`src/rtl/des_pkg.sv`:
```
// des_pkg: DES vector typedefs, the E-expansion and P-permutation tables,
// and the helpers that apply them (bit 1 of every vector is the MSB).
package des_pkg;

    typedef logic [1:32] des_w32_t;
    typedef logic [1:48] des_w48_t;
    typedef logic [1:6]  des_w6_t;
    typedef logic [5:0]  des_idx_t;

    localparam des_idx_t E_TAB [48] = '{
        6'd32, 6'd1,  6'd2,  6'd3,  6'd4,  6'd5,
        6'd4,  6'd5,  6'd6,  6'd7,  6'd8,  6'd9,
        6'd8,  6'd9,  6'd10, 6'd11, 6'd12, 6'd13,
        6'd12, 6'd13, 6'd14, 6'd15, 6'd16, 6'd17,
        6'd16, 6'd17, 6'd18, 6'd19, 6'd20, 6'd21,
        6'd20, 6'd21, 6'd22, 6'd23, 6'd24, 6'd25,
        6'd24, 6'd25, 6'd26, 6'd27, 6'd28, 6'd29,
        6'd28, 6'd29, 6'd30, 6'd31, 6'd32, 6'd1
    };

    localparam des_idx_t P_TAB [32] = '{
        6'd16, 6'd7,  6'd20, 6'd21, 6'd29, 6'd12, 6'd28, 6'd17,
        6'd1,  6'd15, 6'd23, 6'd26, 6'd5,  6'd18, 6'd31, 6'd10,
        6'd2,  6'd8,  6'd24, 6'd14, 6'd32, 6'd27, 6'd3,  6'd9,
        6'd19, 6'd13, 6'd30, 6'd6,  6'd22, 6'd11, 6'd4,  6'd25
    };

    function automatic des_w48_t e_expand(input des_w32_t r);
        des_w48_t e;
        e = '0;
        for (int i = 0; i < 48; i++) begin
            e[6'(i + 1)] = r[E_TAB[6'(i)]];
        end
        return e;
    endfunction

    function automatic des_w32_t p_permute(input des_w32_t s);
        des_w32_t p;
        p = '0;
        for (int i = 0; i < 32; i++) begin
            p[6'(i + 1)] = s[P_TAB[5'(i)]];
        end
        return p;
    endfunction

endpackage

```
`src/rtl/des_f_pipe_if.sv`:
```
// des_f_pipe_if: valid/ready bundle around des_f_pipe; the pipe uses the slave
// modport, the upstream round controller / downstream L-R logic use master.
interface des_f_pipe_if #(
    parameter int TAG_W = 4
);
    import des_pkg::*;

    logic             in_valid;
    logic             in_ready;
    des_w32_t         r_in;
    des_w48_t         k_in;
    logic [TAG_W-1:0] tag_in;
    logic             out_valid;
    logic             out_ready;
    des_w32_t         f_out;
    logic [TAG_W-1:0] tag_out;

    modport slave (
        input  in_valid, r_in, k_in, tag_in, out_ready,
        output in_ready, out_valid, f_out, tag_out
    );

    modport master (
        output in_valid, r_in, k_in, tag_in, out_ready,
        input  in_ready, out_valid, f_out, tag_out
    );

endinterface

```
`src/rtl/des_sbox_bank.sv`:
```
// des_sbox_bank: combinational S1..S8 lookup, 48-bit x in, 32-bit S vector out.
// Each box table is stored row-major, entry 0 in the top nibble.
module des_sbox_bank
    import des_pkg::*;
(
    input  des_w48_t x_in,
    output des_w32_t s_out
);

    localparam logic [255:0] SBOX_TAB [8] = '{
        256'hE4D12FB83A6C5907_0F74E2D1A6CB9538_41E8D62BFC973A50_FC8249175B3EA06D,
        256'hF18E6B34972DC05A_3D47F28EC01A69B5_0E7BA4D158C6932F_D8A13F42B67C05E9,
        256'hA09E63F51DC7B428_D709346A285ECBF1_D6498F30B12C5AE7_1AD069874FE3B52C,
        256'h7DE3069A1285BC4F_D8B56F03472C1AE9_A690CB7DF13E5284_3F06A1D8945BC72E,
        256'h2C417AB6853FD0E9_EB2C47D150FA3986_421BAD78F9C5630E_B8C71E2D6F09A453,
        256'hC1AF92680D34E75B_AF427C9561DE0B38_9EF528C3704A1DB6_432C95FABE17608D,
        256'h4B2EF08D3C975A61_D0B7491AE35C2F86_14BDC37EAF680592_6BD814A7950FE23C,
        256'hD2846FB1A93E50C7_1FD8A374C56B0E92_7B419CE206ADF358_21E74A8DFC90356B
    };

    // Row is {b1,b6}, column b2..b5; entry k sits at bit 4*(63-k).
    function automatic logic [3:0] sbox_lookup(input logic [255:0] tab, input des_w6_t b);
        logic [5:0] idx;
        idx = {b[1], b[6], b[2], b[3], b[4], b[5]};
        return tab[{~idx, 2'b00} +: 4];
    endfunction

    for (genvar g = 0; g < 8; g++) begin : g_sbox
        assign s_out[4*g+1 +: 4] = sbox_lookup(SBOX_TAB[g], x_in[6*g+1 +: 6]);
    end

endmodule

```
`src/rtl/des_f_pipe.sv`:
```
// des_f_pipe: pipelined DES round function f(R,K) = P(S(E(R) ^ K)) with valid/ready.
// Define DES_F_PIPE_SINGLE_STAGE_EN to drop the stage-1 register (latency 1, capacity 1).
module des_f_pipe
    import des_pkg::*;
#(
    parameter int TAG_W = 4
) (
    input  logic        clk,
    input  logic        rst_n,
    des_f_pipe_if.slave bus
);

    logic             in_ready_s;
    logic             in_fire_s;
    logic             s2_adv_s;
    des_w48_t         sbox_x_s;
    des_w32_t         sbox_s_s;
    logic [TAG_W-1:0] s2_tag_s;

    logic             out_valid_d;
    logic             out_valid_q;
    des_w32_t         f_d;
    des_w32_t         f_q;
    logic [TAG_W-1:0] tag_d;
    logic [TAG_W-1:0] tag_q;

`ifdef DES_F_PIPE_SINGLE_STAGE_EN
    // Without stage 1 the output slot alone decides whether a new operation fits.
    always_comb begin
        in_ready_s = !out_valid_q || bus.out_ready;
        in_fire_s  = bus.in_valid && in_ready_s;
        s2_adv_s   = in_fire_s;
        sbox_x_s   = e_expand(bus.r_in) ^ bus.k_in;
        s2_tag_s   = bus.tag_in;
    end
`else
    logic             s1_valid_d;
    logic             s1_valid_q;
    des_w48_t         s1_x_d;
    des_w48_t         s1_x_q;
    logic [TAG_W-1:0] s1_tag_d;
    logic [TAG_W-1:0] s1_tag_q;

    // Stage 1 may refill in the same cycle it hands its entry to the output register.
    always_comb begin
        s2_adv_s   = s1_valid_q && (!out_valid_q || bus.out_ready);
        in_ready_s = !s1_valid_q || s2_adv_s;
        in_fire_s  = bus.in_valid && in_ready_s;
        if (in_fire_s) begin
            s1_valid_d = 1'b1;
            s1_x_d     = e_expand(bus.r_in) ^ bus.k_in;
            s1_tag_d   = bus.tag_in;
        end else begin
            s1_valid_d = s1_valid_q && !s2_adv_s;
            s1_x_d     = s1_x_q;
            s1_tag_d   = s1_tag_q;
        end
        sbox_x_s = s1_x_q;
        s2_tag_s = s1_tag_q;
    end

    // Stage-1 register: expanded-and-keyed x plus its tag.
    always_ff @(posedge clk or negedge rst_n) begin
        if (!rst_n) begin
            s1_valid_q <= 1'b0;
            s1_x_q     <= '0;
            s1_tag_q   <= '0;
        end else begin
            s1_valid_q <= s1_valid_d;
            s1_x_q     <= s1_x_d;
            s1_tag_q   <= s1_tag_d;
        end
    end
`endif

    des_sbox_bank u_sbox_bank (
        .x_in  (sbox_x_s),
        .s_out (sbox_s_s)
    );

    // Output slot: load on advance, otherwise hold data and drop valid once drained.
    always_comb begin
        if (s2_adv_s) begin
            out_valid_d = 1'b1;
            f_d         = p_permute(sbox_s_s);
            tag_d       = s2_tag_s;
        end else begin
            out_valid_d = out_valid_q && !bus.out_ready;
            f_d         = f_q;
            tag_d       = tag_q;
        end
    end

    // Output register.
    always_ff @(posedge clk or negedge rst_n) begin
        if (!rst_n) begin
            out_valid_q <= 1'b0;
            f_q         <= '0;
            tag_q       <= '0;
        end else begin
            out_valid_q <= out_valid_d;
            f_q         <= f_d;
            tag_q       <= tag_d;
        end
    end

    assign bus.in_ready  = in_ready_s;
    assign bus.out_valid = out_valid_q;
    assign bus.f_out     = f_q;
    assign bus.tag_out   = tag_q;

endmodule
```
`src/flat_wrapper.sv`:
```
// flat-port wrapper written by rule: the top's interface ports become plain ports
module des_f_pipe_flat import des_pkg::*;
#(
    parameter int TAG_W = 4
)
  (clk, rst_n, bus_in_valid, bus_r_in, bus_k_in, bus_tag_in, bus_out_ready, bus_in_ready, bus_out_valid, bus_f_out, bus_tag_out);
  des_f_pipe_if #(.TAG_W(TAG_W)) bus_i ();
  input  logic clk;
  input  logic rst_n;
  input wire logic [$bits(bus_i.in_valid)-1:0] bus_in_valid;
  input wire logic [$bits(bus_i.r_in)-1:0] bus_r_in;
  input wire logic [$bits(bus_i.k_in)-1:0] bus_k_in;
  input wire logic [$bits(bus_i.tag_in)-1:0] bus_tag_in;
  input wire logic [$bits(bus_i.out_ready)-1:0] bus_out_ready;
  output wire logic [$bits(bus_i.in_ready)-1:0] bus_in_ready;
  output wire logic [$bits(bus_i.out_valid)-1:0] bus_out_valid;
  output wire logic [$bits(bus_i.f_out)-1:0] bus_f_out;
  output wire logic [$bits(bus_i.tag_out)-1:0] bus_tag_out;
  assign bus_i.in_valid = bus_in_valid;
  assign bus_i.r_in = bus_r_in;
  assign bus_i.k_in = bus_k_in;
  assign bus_i.tag_in = bus_tag_in;
  assign bus_i.out_ready = bus_out_ready;
  assign bus_in_ready = bus_i.in_ready;
  assign bus_out_valid = bus_i.out_valid;
  assign bus_f_out = bus_i.f_out;
  assign bus_tag_out = bus_i.tag_out;
  des_f_pipe #(.TAG_W(TAG_W)) u_core (.clk(clk), .rst_n(rst_n), .bus(bus_i));
endmodule
```
`config.mk`:
```
export PLATFORM = sky130hd
export DESIGN_NAME = des_f_pipe_flat
export DESIGN_NICKNAME = d
export VERILOG_FILES = /design/src/rtl/des_pkg.sv /design/src/rtl/des_f_pipe_if.sv /design/src/rtl/des_sbox_bank.sv /design/src/rtl/des_f_pipe.sv /design/src/flat_wrapper.sv
export SDC_FILE = /design/constraint.sdc
export NUM_CORES = 1
export LEC_CHECK = 0
export CAP_MARGIN = 20
export CORE_ASPECT_RATIO = 0.8
export CORE_UTILIZATION = 25
export CTS_BUF_LIST = sky130_fd_sc_hd__clkbuf_2
export CTS_CLUSTER_SIZE = 25
export DETAILED_ROUTE_END_ITERATION = 10
export PLACE_DENSITY_LB_ADDON = 0.25
export SYNTH_ARGS = -nofsm -noshare
export SYNTH_HDL_FRONTEND = slang
export SYNTH_SLANG_ARGS = --single-unit
```
`constraint.sdc`:
```
create_clock -name clk -period 2.4 [get_ports clk]
set_input_delay 0.6 -clock clk [delete_from_list [all_inputs] [get_ports clk]]
set_output_delay 0.6 -clock clk [all_outputs]
set_load 0.02 [all_outputs]
```
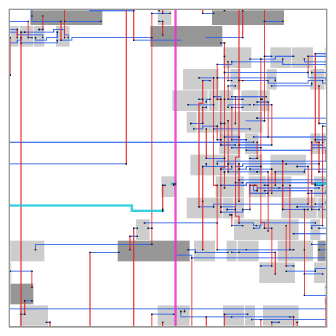
Fig. 1. Layout detail (run 1).
Window x 66 to 106, y 49 to 89 um. Cells in grey, sequential cells in the stronger grey; small squares are vias.
colour	layer
blue	M1
magenta	M4
red	M2
cyan	M3
sequential cells in the window	4
cells with their middle in the window	53
netlist names of flops here include	u_core.s1_x_q (3), u_core.bus.f_out (1)
most frequent	ha_1 (9), a21oi_1 (6), buf_4 (6)

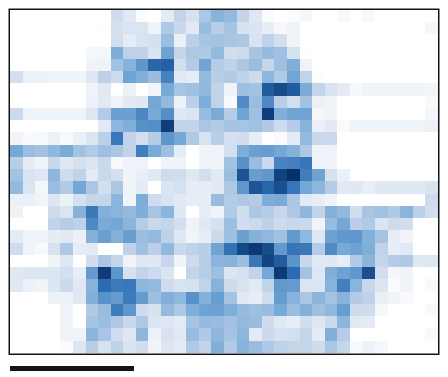
Fig. 2. Wire density map (run 1).
Bar = 50 um. 34 x 28 tiles, from white (low) to dark blue (high), scaled to the fullest tile. Values are wire area over tile area, all layers added.
densest ninth of the die	bottom centre
mean over tiles	0.089
tiles over half the peak	11%
fullest tile	0.40

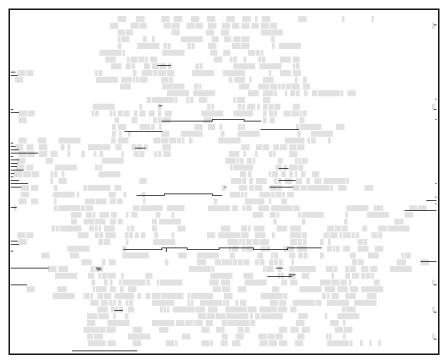
Fig. 3. Met3 routing (run 1).
Cells faint in the background.
main direction	horizontal
nets with wire on the layer	49
longest straight run	26.0 um
share of all routed wire	2.7%

==> Slide: Implementation Results, run 1 <==
Physical Implementation Snapshot

Drt
  • Total wire length: 13900 um
  • WL met1: a little over 7000 um
  • DRC violations left: 0

Worst setup path
  • Crit. Startpoint: u_core.bus.f_out[21]$_DFFE_PN0P_
  • Setup slack, reg-to-reg: 0.39 ns
  • R2R cell count: 7
  • Critical-path top delay cell: clkdlybuf4s50_1
  • Crit path capture: bus_f_out[21]
  • Critical path endpoint category: primary output

Placed design
  • Port bufs: 99
  • Placement Setup Slack: 0.000982 ns

Flow run
  • Tool warnings: 78

Floorplan
  • Chip area: 23800 um^2
  • # IOs: 126

Pwr
  • Main power group: combinational cells
  • Tot Pwr: 4.97 mW

Status
  • Outcome: finished, final reports clean

CTS
  • Setup bufs post-CTS: 0

Synthesis
  • Area leader, netlist: dfrtp_1
  • Synth Flop Type: dfrtp_1
  • Synth async-reset ratio: 100%
  • Top-count cell post-synth: dfrtp_1
  • YS warnings: 0
  • Synthesized area: 5800 um^2
  • Top-area cell share: 31.9%

GRT
  • First-pass GRT wire length: around 24000 um
  • Vias in the first global route: 4576
  • Total GRT Usage: 12.5%

Final timing
  • Max-slew violations: 0
  • Final min period: approximately 2.2 ns
  • Final setup viols: 0
  • RSZ-0062 raised after global routing: no
  • Setup ws final: 0.174 ns
  • Worst Hold Slack: 0.495 ns

Layout
  • Inverters: 28
  • Fin cells: 1052
  • Post-route cell area: 7270 um^2
Fig. 4: run 1, clock wires, drivers and flops
Bar = 50 um.
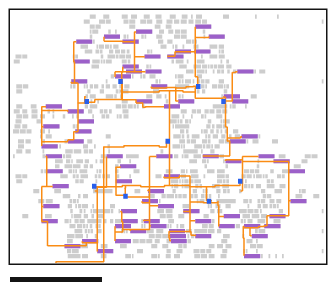

==> run 1 -> run 2 <==
- CORE_UTILIZATION: 25 -> 47
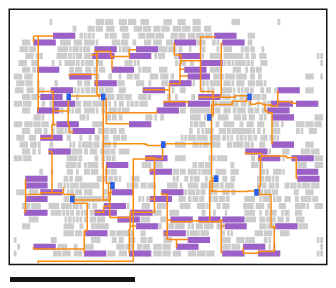
Fig. 5. Clock wires, drivers and flops (run 2).
Bar = 50 um.
[purple] flip-flops | count: 74
[orange] clock wires | length: 1090 um
[blue] clock-net drivers | count: 9
flops lie	all over the die
routed clock nets	10

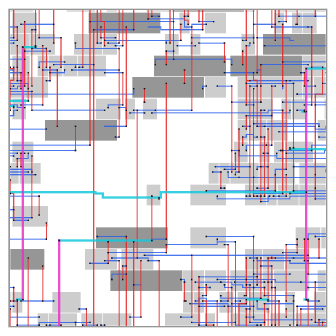
Fig. 6. Layout detail (run 2).
Window x 43 to 83, y 31 to 71 um. Cells in grey, sequential cells in the stronger grey; small squares are vias.
colour	layer
red	M2
cyan	M3
blue	M1
magenta	M4
most frequent	ha_1 (11), dfrtp_1 (8)
sequential cells in the window	8
cells with their middle in the window	92
netlist names of flops here include	u_core.s1_x_q (7), u_core.bus.f_out (1)

==> Slide: Implementation Results, run 2 <==
Physical Implementation Snapshot

CTS
  • Setup bufs post-CTS: 0 (unchanged)

GRT
  • First-pass GRT wire length: 21300 um (-9.8%)
  • Total GRT Usage: 20.5% (+8.1 points)
  • Vias in the first global route: 4601 (+0.55%)

Placed design
  • Port bufs: 99 (unchanged)
  • Placement Setup Slack: 0.0110 ns (+0.0100 ns)

Floorplan
  • Chip area: 12800 um^2 (-46%)
  • # IOs: 126 (unchanged)

Layout
  • Inverters: 28 (unchanged)
  • Post-route cell area: 6940 um^2 (-4.6%)

Synthesis
  • Synth Flop Type: dfrtp_1
  • Top-count cell post-synth: dfrtp_1
  • YS warnings: 0 (unchanged)
  • Top-area cell share: 31.9% (unchanged)
  • Area leader, netlist: dfrtp_1

Final timing
  • Setup ws final: 0.161 ns (-0.0134 ns)
  • RSZ-0062 raised after global routing: no
  • Final setup viols: 0 (unchanged)
  • Max-slew violations: 0 (unchanged)
  • Worst Hold Slack: 0.494 ns (-0.000904 ns)

Pwr
  • Tot Pwr: 4.64 mW (-6.6%)
  • Main power group: combinational cells

Drt
  • Total wire length: 12700 um (-8.7%)
  • WL met1: 5750 um (-18%)
  • DRC violations left: 0 (unchanged)

Flow run
  • Tool warnings: 78 (unchanged)

Status
  • Outcome: finished, final reports clean

Worst setup path
  • R2R cell count: 7 (unchanged)
  • Crit. Startpoint: u_core.s1_x_q[7]$_DFFE_PN0P_
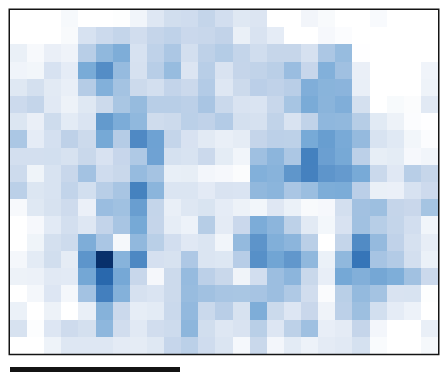
Fig. 7. Wire density map (run 2).
Bar = 50 um. 25 x 20 tiles, from white (low) to dark blue (high), scaled to the fullest tile. Values are wire area over tile area, all layers added.
mean over tiles	0.15
fullest tile	0.68
nearly empty tiles	11%
tiles over half the peak	6.6%

No activity file was given, so power comes from the tool's default toggle rates.
